==> src/rtl/mips_pkg.sv <==
// Shared MIPS32 constants: bubble word, instruction field bit positions, PC defaults.
// Latency: n/a (constants only).
// Backpressure: n/a.
package mips_pkg;

  localparam int          PC_W_DEF     = 32;
  localparam logic [31:0] RESET_PC_DEF = 32'h0000_0000;

  // sll $0,$0,0 encodes as all zeros
  localparam logic [31:0] MIPS_NOP = 32'h0000_0000;

  // Instruction field bit positions
  localparam int OPC_HI   = 31;
  localparam int OPC_LO   = 26;
  localparam int RS_HI    = 25;
  localparam int RS_LO    = 21;
  localparam int RT_HI    = 20;
  localparam int RT_LO    = 16;
  localparam int RD_HI    = 15;
  localparam int RD_LO    = 11;
  localparam int SHAMT_HI = 10;
  localparam int SHAMT_LO = 6;
  localparam int FUNCT_HI = 5;
  localparam int FUNCT_LO = 0;
  localparam int IMM_HI   = 15;
  localparam int IMM_LO   = 0;
  localparam int JIDX_HI  = 25;
  localparam int JIDX_LO  = 0;

endpackage

==> src/rtl/if_id_stage.sv <==
// Instruction fetch (PC register, imem address) plus IF/ID pipeline register with decode field split.
// Latency: fetched word appears on id_instr one cycle after its PC is on imem_addr; decode fields add none.
// Backpressure: stall freezes PC and IF/ID; redirect overrides stall on the PC; flush bubbles IF/ID.
//
// Optional macro BRANCH_DELAY_SLOT_EN: when defined, the instruction fetched alongside a redirect
// (the delay slot) is kept in IF/ID; when undefined it is squashed into a bubble.
//
// Ports:
//   clk, rst                        clock, synchronous active-high reset
//   imem_addr / imem_rdata          instruction memory address (=PC) and same-cycle read data
//   stall, redirect, redirect_pc    hazard hold and branch/jump target from ID
//   flush                           kill IF/ID contents
//   id_valid, id_instr, id_pc_plus4 IF/ID register contents
//   id_opcode .. id_imm16           combinational field slices of id_instr
//   id_jtarget                      J-type target {pc_plus4[31:28], instr_index, 2'b00}
module if_id_stage
  import mips_pkg::*;
#(
  parameter int               PC_W      = PC_W_DEF,
  parameter logic [PC_W-1:0]  RESET_PC  = PC_W'(RESET_PC_DEF),
  parameter logic [31:0]      NOP_INSTR = MIPS_NOP
) (
  input  logic            clk,
  input  logic            rst,
  output logic [PC_W-1:0] imem_addr,
  input  logic [31:0]     imem_rdata,
  input  logic            stall,
  input  logic            redirect,
  input  logic [PC_W-1:0] redirect_pc,
  input  logic            flush,
  output logic            id_valid,
  output logic [31:0]     id_instr,
  output logic [PC_W-1:0] id_pc_plus4,
  output logic [5:0]      id_opcode,
  output logic [4:0]      id_rs,
  output logic [4:0]      id_rt,
  output logic [4:0]      id_rd,
  output logic [4:0]      id_shamt,
  output logic [5:0]      id_funct,
  output logic [15:0]     id_imm16,
  output logic [PC_W-1:0] id_jtarget
);

  logic [PC_W-1:0] r_pc;
  logic            r_id_valid;
  logic [31:0]     r_id_instr;
  logic [PC_W-1:0] r_id_pc_plus4;
  logic [PC_W-1:0] w_pc_plus4;

  // Unsigned add wraps naturally modulo 2^PC_W
  assign w_pc_plus4 = r_pc + PC_W'(4);

  // PC: redirect beats stall so a resolved branch is never dropped
  always_ff @(posedge clk) begin
    if (rst) begin
      r_pc <= RESET_PC;
    end else if (redirect) begin
      r_pc <= redirect_pc;
    end else if (!stall) begin
      r_pc <= w_pc_plus4;
    end
  end

  // IF/ID register
  always_ff @(posedge clk) begin
    if (rst) begin
      r_id_valid    <= 1'b0;
      r_id_instr    <= NOP_INSTR;
      r_id_pc_plus4 <= '0;
    end else if (flush) begin
      r_id_valid <= 1'b0;
      r_id_instr <= NOP_INSTR;
    end else if (redirect) begin
`ifdef BRANCH_DELAY_SLOT_EN
      // Delay slot executes; a coincident stall still holds it in place
      if (!stall) begin
        r_id_valid    <= 1'b1;
        r_id_instr    <= imem_rdata;
        r_id_pc_plus4 <= w_pc_plus4;
      end
`else
      // Wrong-path word fetched alongside the redirect is squashed
      r_id_valid <= 1'b0;
      r_id_instr <= NOP_INSTR;
`endif
    end else if (!stall) begin
      r_id_valid    <= 1'b1;
      r_id_instr    <= imem_rdata;
      r_id_pc_plus4 <= w_pc_plus4;
    end
  end

  assign imem_addr   = r_pc;
  assign id_valid    = r_id_valid;
  assign id_instr    = r_id_instr;
  assign id_pc_plus4 = r_id_pc_plus4;

  assign id_opcode  = r_id_instr[OPC_HI:OPC_LO];
  assign id_rs      = r_id_instr[RS_HI:RS_LO];
  assign id_rt      = r_id_instr[RT_HI:RT_LO];
  assign id_rd      = r_id_instr[RD_HI:RD_LO];
  assign id_shamt   = r_id_instr[SHAMT_HI:SHAMT_LO];
  assign id_funct   = r_id_instr[FUNCT_HI:FUNCT_LO];
  assign id_imm16   = r_id_instr[IMM_HI:IMM_LO];
  assign id_jtarget = {r_id_pc_plus4[PC_W-1:28], r_id_instr[JIDX_HI:JIDX_LO], 2'b00};

endmodule

==> config.mk <==
export PLATFORM = sky130hd
export DESIGN_NAME = if_id_stage
export DESIGN_NICKNAME = d
export VERILOG_FILES = /design/src/rtl/mips_pkg.sv /design/src/rtl/if_id_stage.sv
export SDC_FILE = /design/constraint.sdc
export NUM_CORES = 1
export LEC_CHECK = 0
export CAP_MARGIN = 20
export CORE_ASPECT_RATIO = 0.9
export CORE_UTILIZATION = 45
export DETAILED_ROUTE_END_ITERATION = 12
export PLACE_DENSITY = 0.87
export SKIP_CTS_REPAIR_TIMING = 1
export SYNTH_ARGS = -nofsm -noshare
export SYNTH_HDL_FRONTEND = slang
export SYNTH_SLANG_ARGS = --single-unit
==> constraint.sdc <==
create_clock -name clk -period 3.15 [get_ports clk]
set_input_delay 0.63 -clock clk [delete_from_list [all_inputs] [get_ports clk]]
set_output_delay 0.63 -clock clk [all_outputs]
set_load 0.05 [all_outputs]
Fig. 1: drive-strength map
The bar under the picture is 20 um long.
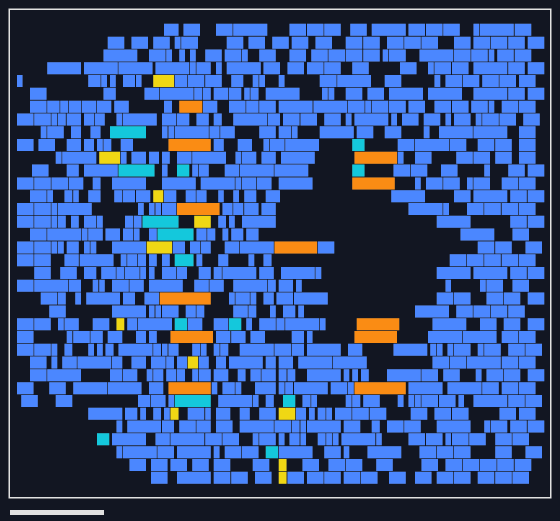
yellow -> drive 2  # cells 11
orange -> drive 6 and up  # cells 12
cyan -> drive 3 to 4  # cells 14
blue -> drive 1 or less  # cells 702
Design Area, Final: 7350 um^2
Worst Slack Setup Final: 0.790 ns

Fig. 2: clock network drawn from the DEF
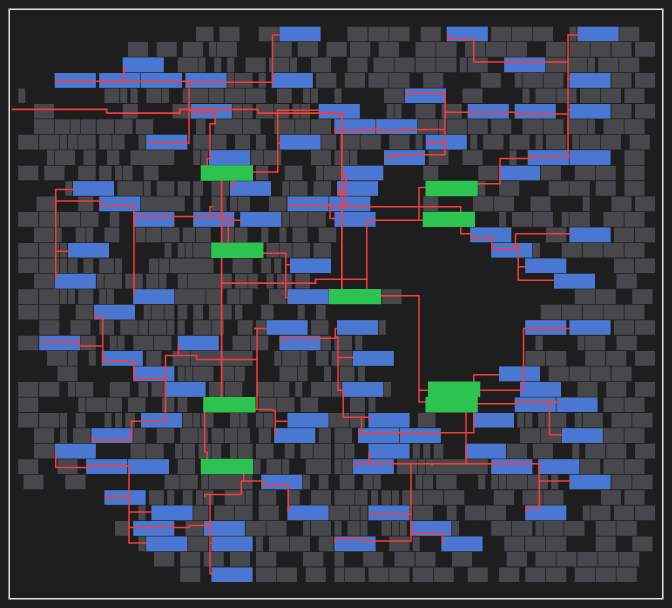
green -> cells driving clock nets  # count 9
blue -> flip-flops  # count 97
red -> clock wires  # length 1130 um
routed clock nets = 10
flops lie = all over the die

Fig. 3: the metal 4 layer
The bar under the picture is 20 um long.
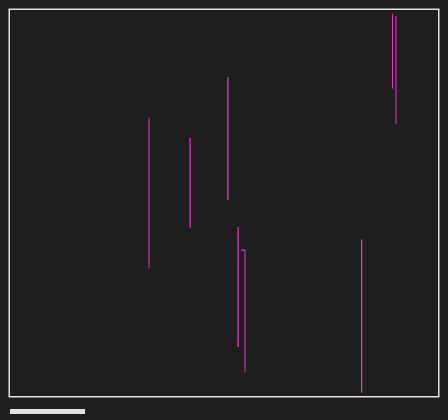
longest straight run = 40.8 um
share of all routed wire = 1.7%
wire length on this layer = 251 um
nets with wire on the layer = 8
main direction = vertical

Fig. 4: ports around the boundary
Pins as bars across the die edge, other pins in gray.
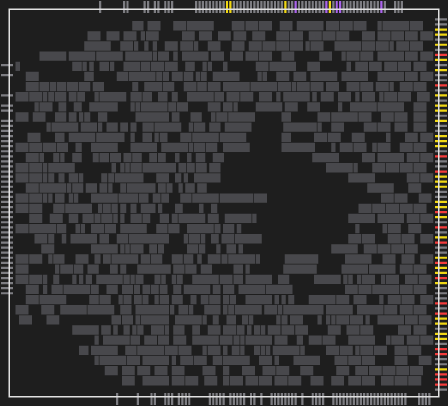
red -> id_imm16  # pins 16, direction output, edge right
yellow -> id_instr  # pins 32, direction output, edge 28 right, 4 top
purple -> id_rs  # pins 5, direction output, edge top
Die Y: 104 um
PortBufs: 243
die width: 115 um

Fig. 5: the clock network
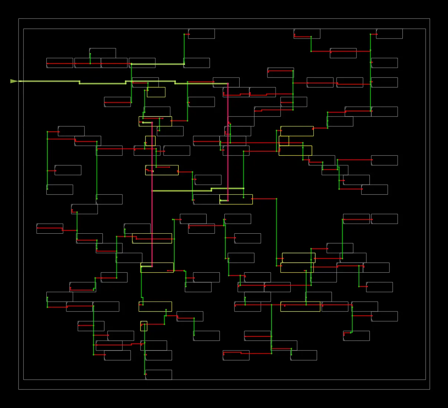
flop count: 97
CTS Buf Count: 9
Clock Skews: 0.00995 ns
clkbuf count: 10

==> metrics.cfg <==
[outcome]
status=complete, no violations

[cells_and_area]
nNetsFinal=805
sh_comb_area_pct=32.2
comb_area_um2=2370
clock_area_share_pct=4.34
final.signal_buffer_count=249
drive_above_1_share_pct=5.01
fillers=882
nonClkBufAreaFrac_pct=33.5
syn_to_final_growth_pct=42.7
seq_area_share_pct=26.4
nonClockInverterCount=18
largestClassByArea=buffers
seq_area_um2=1940
comb.multi_input.count=360
antenna_cells=0

[cts]
cts.path.max_buffers=2
cts_tree=done
cts_sinks=97
clock_latency_ns=0.33
cts_root_buf=clkbuf_16
clkSlewWorstSetupHoldPaths_ns=0.06
cts.htree.levels=3

[route]
wl_mm=14.4
route.detailed.drc=0
wire_per_inst_um=16.2
drtIter0Drc=199
vias=4542
drt_first_pass_iters=4
vias_per_cell=5.10
drt.antenna.violating_nets=0

[final_timing]
finalSetupViolations=0
fmax_mhz=424
period_used_pct=74.9
totalNegativeSetupSlack_ns=0
hold_viol=0
grt_setup_unrepaired=no
slew_violations=0
max_slew_margin_pct=52.2
tightestPinTransition_ns=0.712
layout_min_cycle_time_ns=2.36

[worst_setup_path]
crit_slowest_cell=clkdlybuf4s50_1
path_class=register to output port
path_max_fanout=9
r2r_end=imem_addr[19]
startpoint=imem_addr[20]
cp.depth=1
r2r-start=imem_addr[4]
r2r_slack_ns=0.80
cpPeakStageDelay_ns=0.87
crit_required_ns=2.52
startpoint_type=register
crit_family=buffers and inverters
crit_path_end=imem_addr[20]
cp_num_buf_inv=1
setup.worst_path.end_class=output port
rr_worst_depth=5
cp_cell_sequence=clkdlybuf4s50_1
critPathArrivalTime_ns=1.73

[power_and_ir_drop]
powerClk_w=0.00117
ir_drop_mv=0.223
p_comb_w=0.000685
pwr-share-clk_pct=36.4
intPower_w=0.00226
leakage_nw=2.75
powerDensity_nw_per_um2=436
p_switching_w=0.000942
comb_power_share_pct=21.4
largestPowerGroup=registers
switching_share_pct=29.4
powerSeq_w=0.00135
seq_power_share_pct=42.2

[global_routing]
grt_first_pass_wirelength_mm=22.6
grt_usage_pct=24.0
antenna_found_initial=0
grt_max_degree=53
grt-ovfl-total=0
grt_pass1_vias=4352

[synth]
synth.most_common_cell=dfxtp_1
netlist.area_leader.share_pct=37.7
edf_count=0
postSynthSeqShare_pct=37.7
ys_ff=97
synth_cells=595
yosysWarningCount=0
ys_chip_area_um2=5150
ff_type=dfxtp_1
avgSynthCellArea_um2=8.66
async_flop_share_pct=0
ys_cells=595
synth_area_um2=5150
top_area_cell=dfxtp_1
topCellsByArea=dfxtp_1 38%, buf_4 12%, mux2i_1 8.2%
yosys-top-cells-count=97 x dfxtp_1, 86 x nor2_1, 83 x buf_4
synth.distinct_cells=39

[min_path]
hold_end=id_valid
holdPathStages=2
hp-class=register to register
hold_start=id_valid

[die]
chipArea_um2=11900
io_pins=246
core_um2=11000
rows=36
fp_util_pct=46.9
num_tap_cells=152

[run]
warnings=26
maxCapViolations=0

[place]
hpwl_mm=10.9
gp_congestion=0.870
place_area_um2=7030

-- logic make-up (layout without fill, tap and decap cells) --
| kind of cell | count (synthesis) | after routing | synth area share (%) |
|---|---|---|---|
| adders and majority gates | 1 | 1 | 0.243 |
| muxes | 42 | 42 | 8.16 |
| buffers and inverters | 139 | 282 | 16.4 |
| AOI/OAI and AO/OA | 75 | 75 | 9.79 |
| xor gates and xnor gates | 54 | 54 | 9.18 |
| other | 1 | 2 | 0.0728 |
| and+or+nand+nor | 186 | 186 | 18.4 |
| DFF | 97 | 97 | 37.7 |
-- metal layers --
layer	vias to the layer above	share of wire, %	GRT usage (%)
met2	192	53	44.7
li1	2205	-	-
met1	2127	39	27.4
met5	-	0	0
met3	18	5.9	3.92
met4	0	1.7	7.98
-- flip-flops by register name (all words and copies together), names as in the netlist --
signal       flops
id_instr        32
id_pc_plus4     32
id_valid         1
imem_addr       32
-- cell usage in the layout (no fill, tap or decap), drive strengths merged, types with 4 or more instances in the layout --
cell type	Yosys	final
o21a	15	15
dfxtp	97	97
xnor2	25	25
buf	96	9
a211oi	23	23
a22o	4	4
nand3	8	8
nor4	17	17
nand2	29	29
nor2	86	86
a21oi	26	26
clkbuf	25	10
o21ai	5	5
inv	18	18
clkdlybuf4s50	0	240
nor3	14	14
nand4	14	14
or3	4	4
mux2i	42	42
xor2	29	29
-- metrics by stage --
step	util, %	hold WS [ns]	cells	power, W	setup slack (ns)
floorplan	-	0.445	596	0.00182	0.853
global placement	64.0	0.444	876	0.00205	0.856
detailed placement	64.0	0.456	876	0.00206	0.798
CTS	66.9	0.465	891	0.00322	0.782
global route	66.9	0.496	891	0.00332	0.659
finish	66.9	0.463	891	0.00320	0.790
No activity file was given, so power comes from the tool's default toggle rates.
